===== src/rtl/wb_arbiter_if.sv =====
// Functional-unit result ports and the single writeback broadcast
// shared between the units, the arbiter and its consumers.
interface wb_arbiter_if #(
    parameter int NUM_FU = 4
);
    logic [NUM_FU-1:0]    fu_valid;
    logic [NUM_FU*32-1:0] fu_data;
    logic [NUM_FU*7-1:0]  fu_rd;
    logic [NUM_FU*3-1:0]  fu_rob_idx;
    logic [NUM_FU-1:0]    fu_ready;
    logic                 mispredict;
    logic [7:0]           flush_mask;
    logic                 WB_valid;
    logic [31:0]          WB_data;
    logic [6:0]           WB_rd;
    logic [2:0]           WB_rob_idx;
    logic                 WB_rf_en;

    modport master (
        output fu_valid, fu_data, fu_rd, fu_rob_idx,
        output mispredict, flush_mask,
        input  fu_ready,
        input  WB_valid, WB_data, WB_rd, WB_rob_idx, WB_rf_en
    );

    modport slave (
        input  fu_valid, fu_data, fu_rd, fu_rob_idx,
        input  mispredict, flush_mask,
        output fu_ready,
        output WB_valid, WB_data, WB_rd, WB_rob_idx, WB_rf_en
    );
endinterface


===== src/rtl/wb_arbiter.sv =====
// Writeback arbiter: one result buffer per functional unit, round-robin
// selection onto a registered single-port writeback bus with ROB flush.
module wb_arbiter #(
    parameter int NUM_FU = 4
) (
    input  logic         clk,
    input  logic         rst,
    wb_arbiter_if.slave  bus
);
    localparam int PW = (NUM_FU > 1) ? $clog2(NUM_FU) : 1;

    logic [NUM_FU-1:0] bv_q, bv_d;
    logic [31:0]       bd_q   [NUM_FU];
    logic [31:0]       bd_d   [NUM_FU];
    logic [6:0]        brd_q  [NUM_FU];
    logic [6:0]        brd_d  [NUM_FU];
    logic [2:0]        brob_q [NUM_FU];
    logic [2:0]        brob_d [NUM_FU];
    logic [PW-1:0]     rr_q, rr_d;

    logic              wbv_q, wbv_d;
    logic              wbrf_q, wbrf_d;
    logic [31:0]       wbd_q, wbd_d;
    logic [6:0]        wbrd_q, wbrd_d;
    logic [2:0]        wbrob_q, wbrob_d;

    logic [NUM_FU-1:0] kill_buf;
    logic [NUM_FU-1:0] kill_in;
    logic [NUM_FU-1:0] elig;
    logic [NUM_FU-1:0] gnt;
    logic [NUM_FU-1:0] ready;
    logic [NUM_FU-1:0] fire;
    logic [PW-1:0]     gidx;
    logic [PW-1:0]     pidx;
    logic              found;

    always_comb begin
        kill_buf = '0;
        kill_in  = '0;
        elig     = '0;
        for (int i = 0; i < NUM_FU; i++) begin
            kill_buf[i] = bus.mispredict
                        && bus.flush_mask[brob_q[i]];
            kill_in[i]  = bus.mispredict
                        && bus.flush_mask[bus.fu_rob_idx[3*i +: 3]];
            elig[i]     = bv_q[i] && !kill_buf[i];
        end
    end

    // First eligible port at or after rr_q, wrapping.
    always_comb begin
        gnt   = '0;
        gidx  = '0;
        pidx  = '0;
        found = 1'b0;
        for (int k = 0; k < NUM_FU; k++) begin
            pidx = PW'((int'(rr_q) + k) % NUM_FU);
            if (!found && elig[pidx]) begin
                found     = 1'b1;
                gnt[pidx] = 1'b1;
                gidx      = pidx;
            end
        end
    end

    assign ready        = ~bv_q | gnt;
    assign fire         = bus.fu_valid & ready;
    assign bus.fu_ready = ready;

    always_comb begin
        bv_d   = bv_q;
        bd_d   = bd_q;
        brd_d  = brd_q;
        brob_d = brob_q;
        for (int i = 0; i < NUM_FU; i++) begin
            if (fire[i]) begin
                // A squashed incoming result leaves the slot empty.
                bv_d[i] = !kill_in[i];
                if (!kill_in[i]) begin
                    bd_d[i]   = bus.fu_data[32*i +: 32];
                    brd_d[i]  = bus.fu_rd[7*i +: 7];
                    brob_d[i] = bus.fu_rob_idx[3*i +: 3];
                end
            end else if (gnt[i] || kill_buf[i]) begin
                bv_d[i] = 1'b0;
            end
        end
    end

    always_comb begin
        wbv_d   = found;
        wbrf_d  = found && (brd_q[gidx] != '0);
        wbd_d   = found ? bd_q[gidx]   : wbd_q;
        wbrd_d  = found ? brd_q[gidx]  : wbrd_q;
        wbrob_d = found ? brob_q[gidx] : wbrob_q;
        rr_d    = rr_q;
        if (found) begin
            rr_d = (gidx == PW'(NUM_FU - 1))
                 ? '0 : gidx + PW'(1);
        end
    end

    always_ff @(posedge clk) begin
        if (rst) begin
            bv_q    <= '0;
            rr_q    <= '0;
            wbv_q   <= 1'b0;
            wbrf_q  <= 1'b0;
            wbd_q   <= '0;
            wbrd_q  <= '0;
            wbrob_q <= '0;
            for (int i = 0; i < NUM_FU; i++) begin
                bd_q[i]   <= '0;
                brd_q[i]  <= '0;
                brob_q[i] <= '0;
            end
        end else begin
            bv_q    <= bv_d;
            rr_q    <= rr_d;
            wbv_q   <= wbv_d;
            wbrf_q  <= wbrf_d;
            wbd_q   <= wbd_d;
            wbrd_q  <= wbrd_d;
            wbrob_q <= wbrob_d;
            for (int i = 0; i < NUM_FU; i++) begin
                bd_q[i]   <= bd_d[i];
                brd_q[i]  <= brd_d[i];
                brob_q[i] <= brob_d[i];
            end
        end
    end

    assign bus.WB_valid   = wbv_q;
    assign bus.WB_rf_en   = wbrf_q;
    assign bus.WB_data    = wbd_q;
    assign bus.WB_rd      = wbrd_q;
    assign bus.WB_rob_idx = wbrob_q;
endmodule


===== src/flat_wrapper.sv =====
// flat-port wrapper written by rule: the top's interface ports become plain ports
module wb_arbiter_flat 
#(
    parameter int NUM_FU = 4
)
  (clk, rst, bus_fu_valid, bus_fu_data, bus_fu_rd, bus_fu_rob_idx, bus_mispredict, bus_flush_mask, bus_fu_ready, bus_WB_valid, bus_WB_data, bus_WB_rd, bus_WB_rob_idx, bus_WB_rf_en);
  wb_arbiter_if #(.NUM_FU(NUM_FU)) bus_i ();
  input  logic clk;
  input  logic rst;
  input wire logic [$bits(bus_i.fu_valid)-1:0] bus_fu_valid;
  input wire logic [$bits(bus_i.fu_data)-1:0] bus_fu_data;
  input wire logic [$bits(bus_i.fu_rd)-1:0] bus_fu_rd;
  input wire logic [$bits(bus_i.fu_rob_idx)-1:0] bus_fu_rob_idx;
  input wire logic [$bits(bus_i.mispredict)-1:0] bus_mispredict;
  input wire logic [$bits(bus_i.flush_mask)-1:0] bus_flush_mask;
  output wire logic [$bits(bus_i.fu_ready)-1:0] bus_fu_ready;
  output wire logic [$bits(bus_i.WB_valid)-1:0] bus_WB_valid;
  output wire logic [$bits(bus_i.WB_data)-1:0] bus_WB_data;
  output wire logic [$bits(bus_i.WB_rd)-1:0] bus_WB_rd;
  output wire logic [$bits(bus_i.WB_rob_idx)-1:0] bus_WB_rob_idx;
  output wire logic [$bits(bus_i.WB_rf_en)-1:0] bus_WB_rf_en;
  assign bus_i.fu_valid = bus_fu_valid;
  assign bus_i.fu_data = bus_fu_data;
  assign bus_i.fu_rd = bus_fu_rd;
  assign bus_i.fu_rob_idx = bus_fu_rob_idx;
  assign bus_i.mispredict = bus_mispredict;
  assign bus_i.flush_mask = bus_flush_mask;
  assign bus_fu_ready = bus_i.fu_ready;
  assign bus_WB_valid = bus_i.WB_valid;
  assign bus_WB_data = bus_i.WB_data;
  assign bus_WB_rd = bus_i.WB_rd;
  assign bus_WB_rob_idx = bus_i.WB_rob_idx;
  assign bus_WB_rf_en = bus_i.WB_rf_en;
  wb_arbiter #(.NUM_FU(NUM_FU)) u_core (.clk(clk), .rst(rst), .bus(bus_i));
endmodule

===== config.mk =====
export PLATFORM = sky130hd
export DESIGN_NAME = wb_arbiter_flat
export DESIGN_NICKNAME = d
export VERILOG_FILES = /design/src/rtl/wb_arbiter_if.sv /design/src/rtl/wb_arbiter.sv /design/src/flat_wrapper.sv
export SDC_FILE = /design/constraint.sdc
export NUM_CORES = 1
export LEC_CHECK = 0
export CAP_MARGIN = 5
export CORE_MARGIN = 1.5
export CORE_UTILIZATION = 51
export CTS_CLUSTER_DIAMETER = 60
export CTS_CLUSTER_SIZE = 20
export DETAILED_ROUTE_END_ITERATION = 8
export MAX_ROUTING_LAYER = met4
export PLACE_DENSITY_LB_ADDON = 0.3
export REMOVE_ABC_BUFFERS = 1
export SYNTH_ARGS = -nofsm -noshare
export SYNTH_HDL_FRONTEND = slang
export SYNTH_SLANG_ARGS = --single-unit
export TNS_END_PERCENT = 10

===== constraint.sdc =====
create_clock -name clk -period 3.55 [get_ports clk]
set_input_delay 0.5325 -clock clk [delete_from_list [all_inputs] [get_ports clk]]
set_output_delay 0.5325 -clock clk [all_outputs]
set_load 0.005 [all_outputs]

==> images/m1.png <==
Bar = 50 µm.
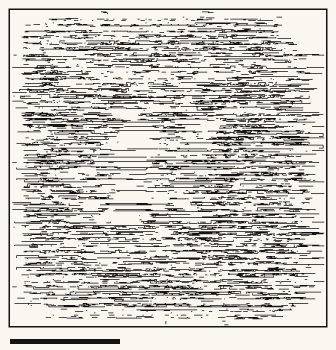
longest straight run: 45.1 µm
wire length on this layer: 13400 µm
global-route track usage on met1: 0.3949
via count of the routed design: 9689
total wire length after detailed routing: 32280 µm

==> images/m2.png <==
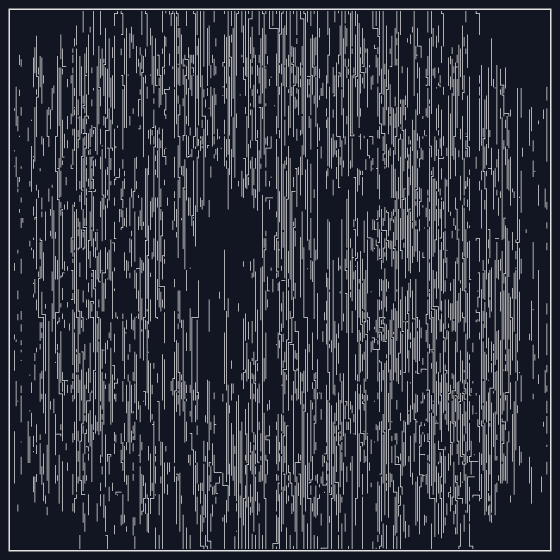
share of all routed wire: 48%
main direction: vertical
global routing usage on met2: 0.4885

==> images/m3.png <==
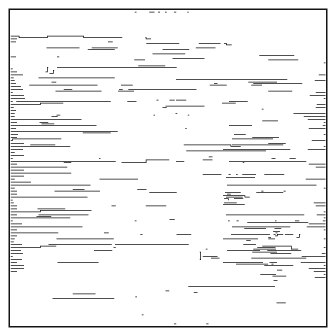
longest straight run: 54.3 µm
wire length on this layer: 2570 µm
nets with wire on the layer: 231
main direction: horizontal
met3 demand-to-capacity share in global routing: 0.05530

==> images/m4.png <==
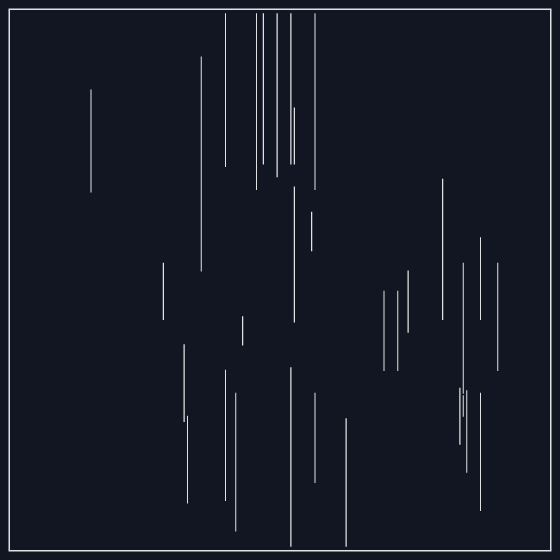
wire length on this layer: 901 µm
nets with wire on the layer: 26
share of all routed wire: 2.8%
main direction: vertical
longest straight run: 57.1 µm

## Yosys cell counts, types with 3 or more instances
cell type	count
a21oi_1	50
a41oi_1	4
mux4_2	16
o22ai_2	4
nor2_1	190
a211oi_1	3
o21a_1	8
nand4_1	5
o21ai_0	15
ha_1	4
clkbuf_1	44
o211ai_1	5
and3_1	6
mux2_2	9
mux2i_1	187
buf_2	10
o21ba_2	4
dfxtp_1	218
nand2_1	190
inv_1	9
buf_6	3
a221oi_1	5
o21ai_1	4
nor4_1	3
buf_4	22
nand3_1	101
nand2b_1	4
## critical path, cell delays in order, from the launching register on
cell and delay (ps):
dfxtp_4 390, mux4_2 540, o22ai_4 250, o21ai_4 100
mux4_2 530, buf_6 150, and3_1 180, a21oi_2 140
nand4_1 150, buf_2 170
## report_power, final
group / switching (mW) / total (mW) / internal [mW]
sequential: 0.208 / 2.95 / 2.74
clock: 0.946 / 1.95 / 1.00
combinational: 1.75 / 3.44 / 1.69
total: 2.90 / 8.34 / 5.44
## area by class of cell
type / instances / area share
Antenna cell: 2 / 0.0003435
Clock buffer: 19 / 0.03040
Clock inverter: 6 / 0.006441
Inverter: 9 / 0.002319
Multi-Input combinational cell: 846 / 0.3907
Sequential cell: 218 / 0.3006
Tap cell: 265 / 0.02276
Timing Repair Buffer: 368 / 0.2465
## worst max path at each step
| stage | from | endpoint | slack, ps | cells past startpoint |
|---|---|---|---|---|
| after floorplan | u_core.rr_q[0] | u_core.bd_q[0] | -2560 | 9 |
| after global placement | bus_flush_mask[2] | bus_fu_ready[0] | -490 | 10 |
| after detailed placement | bus_flush_mask[1] | u_core.bd_q[71] | -520 | 13 |
| after CTS | bus_flush_mask[7] | u_core.brob_q[4] | -80 | 19 |
| after global routing | u_core.brob_q[9] | bus_fu_ready[1] | -150 | 12 |
| final | u_core.brob_q[9] | bus_fu_ready[3] | -70 | 9 |
## logic make-up after synthesis
| logic type | after synthesis | share of synthesized area |
|---|---|---|
| AND-OR/OR-AND | 123 | 0.08216 |
| XOR/XNOR | 1 | 0.0008624 |
| adder cells (fa/ha/maj) | 4 | 0.004928 |
| buffers and inverters | 89 | 0.04558 |
| flip-flops | 218 | 0.4297 |
| multiplexers | 212 | 0.2297 |
| AND/OR/NAND/NOR | 506 | 0.2071 |
## sequential cells by signal, summed over array words and instances (netlist names)
| register | flops |
|---|---|
| u_core.bd_q | 128 |
| u_core.brd_q | 28 |
| u_core.brob_q | 12 |
| u_core.bus.WB_data | 32 |
| u_core.bus.WB_rd | 7 |
| u_core.bus.WB_rf_en | 1 |
| u_core.bus.WB_rob_idx | 3 |
| u_core.bus.WB_valid | 1 |
| u_core.bv_q | 4 |
| u_core.rr_q | 2 |
## through the flow
stage,util,area [µm²],std cells
6_report,0.7462,14570,1733
5_1_grt,0.7461,14570,1732
4_1_cts,0.7290,14230,1722
3_5_place_dp,0.6839,13350,1668
3_3_place_gp,0.6839,13350,1668
2_1_floorplan,-,9728,1073
## per-layer routing
metal / track usage / vias to the layer above
met2: 0.4885 / 412
met3: 0.05530 / 69
met4: 0.1058 / 0
met5: - / -
li1: - / 4598
met1: 0.3949 / 4610
==> run summary <==
Notes on the physical implementation.

- The detailed router used layers up to and including met4.
- The area figure in the yosys stat output is 10160 µm², for reference.
- The number of design-rule violations left by the first detailed-router iteration is 581, for reference.
- The flow ran to the end, but the final reports show violations.
- Looking at the post-CTS report, the setup buffer insertion count equals 26.
- The remaining global-route overflow is 0, for reference.
- The final hold slack is 455.8 ps, for reference.
- Counting cells, the worst reg-to-reg path comes to 14.
- According to the finish report, the design has a final net count of 1647.
- The routed layout reports a DRC error count of 0.
- The TritonCTS clock tree is built, for reference.
- The worst-margin pin slew is 1106 ps, for reference.
- The floorplan die height is 144.1 µm, for reference.
- The final reports fail on negative setup slack.
- Across all setup checks in the final design, the least slack found is -73.99 ps.
- The class of the worst hold path is reg2reg, for reference.
- Looking at area per cell type in the netlist, the leader is dfxtp_1.
- The root buffer cell chosen for the clock tree is clkbuf_16.
- The number of unique standard cell types used by synthesis is 51, for reference.
- The minimum setup slack among reg-to-reg paths is 20 ps, for reference.
- The final setup violation count is 4, for reference.
- Per the final layout report, the fraction of cells sized above drive strength 1 comes to 0.1726.
